--- src/rtl/multi_cycle_control.sv ---
// Multicycle MIPS control unit: a Moore FSM that sequences the shared
// datapath (single memory, single ALU, IR/MDR/A/B/ALUOut) for R-type,
// lw, sw, beq and j. Memory-access states stall on mem_ready.
module multi_cycle_control #(
    parameter logic [5:0] OP_RTYPE = 6'b000000,
    parameter logic [5:0] OP_LW    = 6'b100011,
    parameter logic [5:0] OP_SW    = 6'b101011,
    parameter logic [5:0] OP_BEQ   = 6'b000100,
    parameter logic [5:0] OP_J     = 6'b000010,
    parameter bit         WAIT_MEM = 1'b1
) (
    input  logic       clk,
    input  logic       rst_n,
    input  logic [5:0] op,
    input  logic       mem_ready,
    output logic       pc_write,
    output logic       pc_write_cond,
    output logic       i_or_d,
    output logic       mem_read,
    output logic       mem_write,
    output logic       ir_write,
    output logic       mem_to_reg,
    output logic       reg_dst,
    output logic       reg_write,
    output logic       alu_src_a,
    output logic [1:0] alu_src_b,
    output logic [1:0] alu_op,
    output logic [1:0] pc_source,
    output logic       instr_done,
    output logic       illegal_op,
    output logic [3:0] state
);

    typedef enum logic [3:0] {
        S_IF  = 4'd0,
        S_ID  = 4'd1,
        S_MA  = 4'd2,
        S_MR  = 4'd3,
        S_MWB = 4'd4,
        S_MW  = 4'd5,
        S_EX  = 4'd6,
        S_RWB = 4'd7,
        S_BR  = 4'd8,
        S_JP  = 4'd9
    } state_t;

    localparam logic [1:0] SRCB_REG  = 2'b00;
    localparam logic [1:0] SRCB_FOUR = 2'b01;
    localparam logic [1:0] SRCB_IMM  = 2'b10;
    localparam logic [1:0] SRCB_IMM2 = 2'b11;

    localparam logic [1:0] ALU_ADD   = 2'b00;
    localparam logic [1:0] ALU_SUB   = 2'b01;
    localparam logic [1:0] ALU_FUNCT = 2'b10;

    localparam logic [1:0] PCS_ALU   = 2'b00;
    localparam logic [1:0] PCS_OUT   = 2'b01;
    localparam logic [1:0] PCS_JUMP  = 2'b10;

    state_t state_q;
    state_t state_d;
    logic   rdy;

    // Memory handshake; with WAIT_MEM=0 every access completes in one cycle
    assign rdy   = mem_ready | ~WAIT_MEM;
    assign state = state_q;

    // State register; reset drops straight back to instruction fetch
    always_ff @(posedge clk or negedge rst_n) begin
        if (!rst_n) begin
            state_q <= S_IF;
        end else begin
            state_q <= state_d;
        end
    end

    // Next-state and Moore output decode; only rdy-qualified enables see mem_ready
    always_comb begin
        state_d       = S_IF;
        pc_write      = 1'b0;
        pc_write_cond = 1'b0;
        i_or_d        = 1'b0;
        mem_read      = 1'b0;
        mem_write     = 1'b0;
        ir_write      = 1'b0;
        mem_to_reg    = 1'b0;
        reg_dst       = 1'b0;
        reg_write     = 1'b0;
        alu_src_a     = 1'b0;
        alu_src_b     = SRCB_REG;
        alu_op        = ALU_ADD;
        pc_source     = PCS_ALU;
        instr_done    = 1'b0;
        illegal_op    = 1'b0;

        case (state_q)
            S_ID: begin
                // Precompute the branch target while the opcode is decoded
                alu_src_a = 1'b0;
                alu_src_b = SRCB_IMM2;
                alu_op    = ALU_ADD;
                if (op == OP_LW || op == OP_SW) begin
                    state_d = S_MA;
                end else if (op == OP_RTYPE) begin
                    state_d = S_EX;
                end else if (op == OP_BEQ) begin
                    state_d = S_BR;
                end else if (op == OP_J) begin
                    state_d = S_JP;
                end else begin
                    state_d    = S_IF;
                    illegal_op = 1'b1;
                end
            end

            S_MA: begin
                alu_src_a = 1'b1;
                alu_src_b = SRCB_IMM;
                alu_op    = ALU_ADD;
                state_d   = (op == OP_SW) ? S_MW : S_MR;
            end

            S_MR: begin
                i_or_d   = 1'b1;
                mem_read = 1'b1;
                state_d  = rdy ? S_MWB : S_MR;
            end

            S_MWB: begin
                reg_write  = 1'b1;
                mem_to_reg = 1'b1;
                reg_dst    = 1'b0;
                instr_done = 1'b1;
                state_d    = S_IF;
            end

            S_MW: begin
                i_or_d     = 1'b1;
                mem_write  = 1'b1;
                instr_done = rdy;
                state_d    = rdy ? S_IF : S_MW;
            end

            S_EX: begin
                alu_src_a = 1'b1;
                alu_src_b = SRCB_REG;
                alu_op    = ALU_FUNCT;
                state_d   = S_RWB;
            end

            S_RWB: begin
                reg_write  = 1'b1;
                reg_dst    = 1'b1;
                mem_to_reg = 1'b0;
                instr_done = 1'b1;
                state_d    = S_IF;
            end

            S_BR: begin
                alu_src_a     = 1'b1;
                alu_src_b     = SRCB_REG;
                alu_op        = ALU_SUB;
                pc_write_cond = 1'b1;
                pc_source     = PCS_OUT;
                instr_done    = 1'b1;
                state_d       = S_IF;
            end

            S_JP: begin
                pc_write   = 1'b1;
                pc_source  = PCS_JUMP;
                instr_done = 1'b1;
                state_d    = S_IF;
            end

            default: begin
                // Instruction fetch (also covers the unused codes 10-15)
                i_or_d    = 1'b0;
                mem_read  = 1'b1;
                alu_src_a = 1'b0;
                alu_src_b = SRCB_FOUR;
                alu_op    = ALU_ADD;
                pc_source = PCS_ALU;
                ir_write  = rdy;
                pc_write  = rdy;
                state_d   = rdy ? S_ID : S_IF;
            end
        endcase
    end

endmodule

--- config.mk ---
export PLATFORM = sky130hd
export DESIGN_NAME = multi_cycle_control
export DESIGN_NICKNAME = d
export VERILOG_FILES = /design/src/rtl/multi_cycle_control.sv
export SDC_FILE = /design/constraint.sdc
export NUM_CORES = 1
export LEC_CHECK = 0
export CORE_MARGIN = 1
export CORE_UTILIZATION = 35
export DETAILED_ROUTE_END_ITERATION = 10
export GPL_TIMING_DRIVEN = 0
export PLACE_DENSITY = 0.75
export SYNTH_ARGS = -nofsm -noshare
export SYNTH_HDL_FRONTEND = slang
export SYNTH_SLANG_ARGS = --single-unit
--- constraint.sdc ---
create_clock -name clk -period 2.95 [get_ports clk]
set_input_delay 0.59 -clock clk [delete_from_list [all_inputs] [get_ports clk]]
set_output_delay 0.59 -clock clk [all_outputs]
set_load 0.05 [all_outputs]
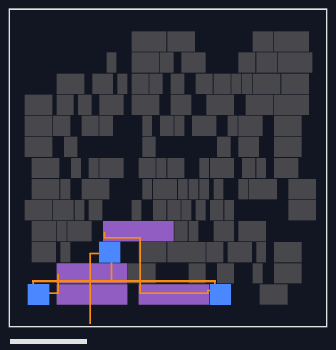
*Routed clock nets over the placement*
The bar under the picture is 10 um long.
[clock-net drivers] blue | count: 3
[clock wires] orange | length: 69.8 um
[flip-flops] purple | count: 4
routed clock nets	4

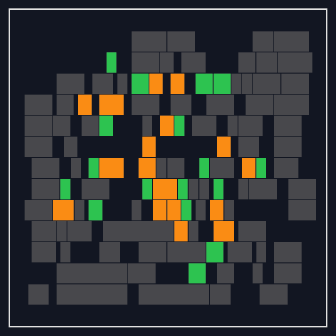
*Gate families picked out*
family	color	cells
nand cells	green	17
aoi and oai cells	orange	17

==> reports/results.ini <==
[global_routing]
use_met2=0.3281
grt_usage=0.1971
gr-total-overflow=0
grt_antenna_before_repair=0
grt_util_met3=0.05435
grt_pass1_vias=520
grt_max_degree=11
met1_usage=0.2467
globalRoute.busiestLayer=met2
global_route_wire_length_before_repair_um=2201

[critical_path]
worstSetupStartpoint=state[0]
critical_path_class=reg2out
critPathArrivalTime_ns=2.22
critPathRequiredTime_ns=2.36
crit-reg2reg-launch=state[1]
critical_path.max_fanout=10
worst_setup_path_end_kind=output port
critPathLaunchType=flop
ff2ff_path_depth=4
timing.critical_path.to=mem_read
r2r-end=state[2]
ff2ff_setup_slack_ns=1.33

[synthesis]
avgSynthCellArea_sq_um=6.584
synth_cells=80
synth.distinct_cells=29
post_synth_edffs=0
async_reset_ff_frac=1.000
synthesis.area_sq_um=526.8
most_common_flop_cell_mapped_by_yosys=sky130_fd_sc_hd__dfrtp_1
synth_stat.cells=80
number_of_warnings_printed_during_yosys_synthesis=0
ys_chip_area_sq_um=526.8
seq_area_frac_synth=0.1900
numSynthFlops=4
synth_net_count=89

[clock_network]
post_cts_hold_buffer_count=0
cts_post_setup_buffers_inserted=0
htree_num_levels=1
cts_made_buffers=3
cts_tree=done
cts.clk_slew.worst_paths_ns=0.04
cts_sinks=4
cts_buffer_depth=2
worst_skew_pair.late_latency_ns=0.24
clk_root_buffer_cell=sky130_fd_sc_hd__clkbuf_4

[finish]
layout_top_cell_excl_fill_tap=sky130_fd_sc_hd__clkdlybuf4s50_1
final_layout_size_suffix_gt1_frac=0.07965
post-route-util=0.6534
syn_to_final_growth_pct=67.46
antenna_cells_inserted=0
design.final.nets=124
largest_reg_flops=4
design_area_sq_um=882.1
mostFrequentLayoutCells=23 x sky130_fd_sc_hd__clkdlybuf4s50_1, 12 x sky130_fd_sc_hd__nor2_1, 10 x sky130_fd_sc_hd__nand2_1, 5 x sky130_fd_sc_hd__nand2b_1, 5 x sky130_fd_sc_hd__a21oi_1
fin_cells=128

[final_timing]
fmax_ghz=0.3557
timing.slew.headroom=0.6665
grt_setup_unrepaired=false
maxSlewViolCount=0
worst-slew-pin-transition_ns=0.4987
finalCritPeriodShare=0.9529
fin_setup_tns_ns=0
period_needed_ns=2.811
timing.final.hold_violations=0
final.setup_skew_ns=0.007758
setup_viol_count_final=0

[detailed_routing]
postRouteWirelength_um=1418
initialDrtViolationCount=8
drt_pre_antenna_iters=4
drc=0
route.antenna.remaining_nets=0
wl_cell_um=11.08
route.vias.total=665
post_drt_via_cell_ratio=5.195

[floorplan]
fp_util=0.3902
die_area_sq_mm=0.001664
row_count=13
ios=31
die_height_um=40.80
core_sq_mm=0.001350
horizontal_die_size_um=40.80

[placed_design]
detailed_place.area_sq_um=850.8
globalplace.congestion=0.7636
port_buffers=30
place_inst=125
dp_hpwl_um=1104

[outcome]
outcome=finished clean

[job]
drv.max_cap_violation_count=0
log.warning_count=27

[power]
power_density_mw_per_mm2=958.6
report.power.total_uw=845.6
ir_worst_vdd_mv=0.6500
leakage_power_nw=0.4102

[hold_path]
holdCritPathClass=in2async

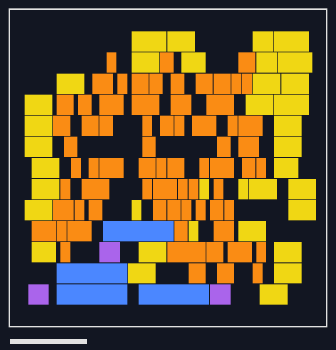
*Placed cells, one color a class*
The bar under the picture is 10 um long.
class	color	cells	share of their area
clock-net drivers	purple	3	2.6%
remaining logic cells	orange	70	47%
remaining buffers and delay cells	yellow	36	39%
registers	blue	4	12%

[cell usage after synthesis (all sizes together) (3+ instances only)]
cell    count  area [sq um]
nor2       12         45.04
nand2      10         37.54
o21ai       6         30.03
a21oi       5         25.02
nand2b      5         31.28
clkbuf      4         15.01
dfrtp       4         100.1
nor3        4         25.02
inv         3         11.26
nor2b       3         18.77
o21a        3         22.52
[layer usage]
metal / wire length (um) / up-vias
met5: 0 / -
met2: 664 / 31
met3: 108 / 0
met1: 645 / 281
met4: 0 / 0
li1: - / 353
[report_power, final]
part	internal [mW]	total, mW	leakage [nW]	switching [mW]
logic	0.230	0.682	0.343	0.452
clock network	0.0454	0.0674	0.0138	0.0219
registers	0.0696	0.0960	0.0538	0.0264
[cell type report]
cell class / instances / area (sq um)
flip-flops and latches: 4 / 100.1
clock buffers: 3 / 22.52
multi-input cells: 67 / 392.9
plain buffers: 6 / 30.03
well taps: 15 / 18.77
repair buffers: 30 / 306.5
fillers: 131 / 467.9
inverters: 3 / 11.26
[what timing repair did]
action	4_1_cts	5_1_grt
endpoints found under the setup margin	3	7
gates resized	3	5
pin swaps	0	0
[worst max-delay path: stages, from the launching register on]
cell and delay [ns]:
sky130_fd_sc_hd__dfrtp_1 0.44, sky130_fd_sc_hd__clkbuf_1 0.38, sky130_fd_sc_hd__nor2b_2 0.14, sky130_fd_sc_hd__nor2_1 0.12, sky130_fd_sc_hd__o21a_1 0.12, sky130_fd_sc_hd__clkdlybuf4s50_1 0.79
[worst min-delay path by stage]
| stage | startpoint | endpoint | slack [ns] | cells past startpoint |
|---|---|---|---|---|
| 4_1_cts | rst_n | state[1] | 0.55 | 1 |
| 2_1_floorplan | rst_n | state[0] | 0.29 | 0 |
| 5_1_grt | rst_n | state[0] | 0.56 | 1 |
| 6_report | rst_n | state[1] | 0.55 | 1 |
| 3_5_place_dp | state[3] | state[3] | 0.68 | 2 |
| 3_3_place_gp | state[2] | state[3] | 0.69 | 2 |
[kinds of logic (layout without fill, tap and decap cells)]
logic type,count (synthesis),after routing,share of synthesized area
AND/OR/NAND/NOR,42,42,0.4086
AND-OR/OR-AND,21,21,0.2542
buffers and inverters,9,42,0.07837
flip-flops,4,4,0.1900
XOR/XNOR,3,3,0.04989
multiplexers,1,1,0.01900
[stage by stage]
step	hold slack (ns)	worst slack [ns]
3_5_place_dp	0.6844	-0.1076
3_3_place_gp	0.6937	-0.1200
6_report	0.5537	0.1390
4_1_cts	0.5472	0.03208
5_1_grt	0.5584	0.01313
2_1_floorplan	0.2944	-0.0008999
No activity file was given, so power comes from the tool's default toggle rates.
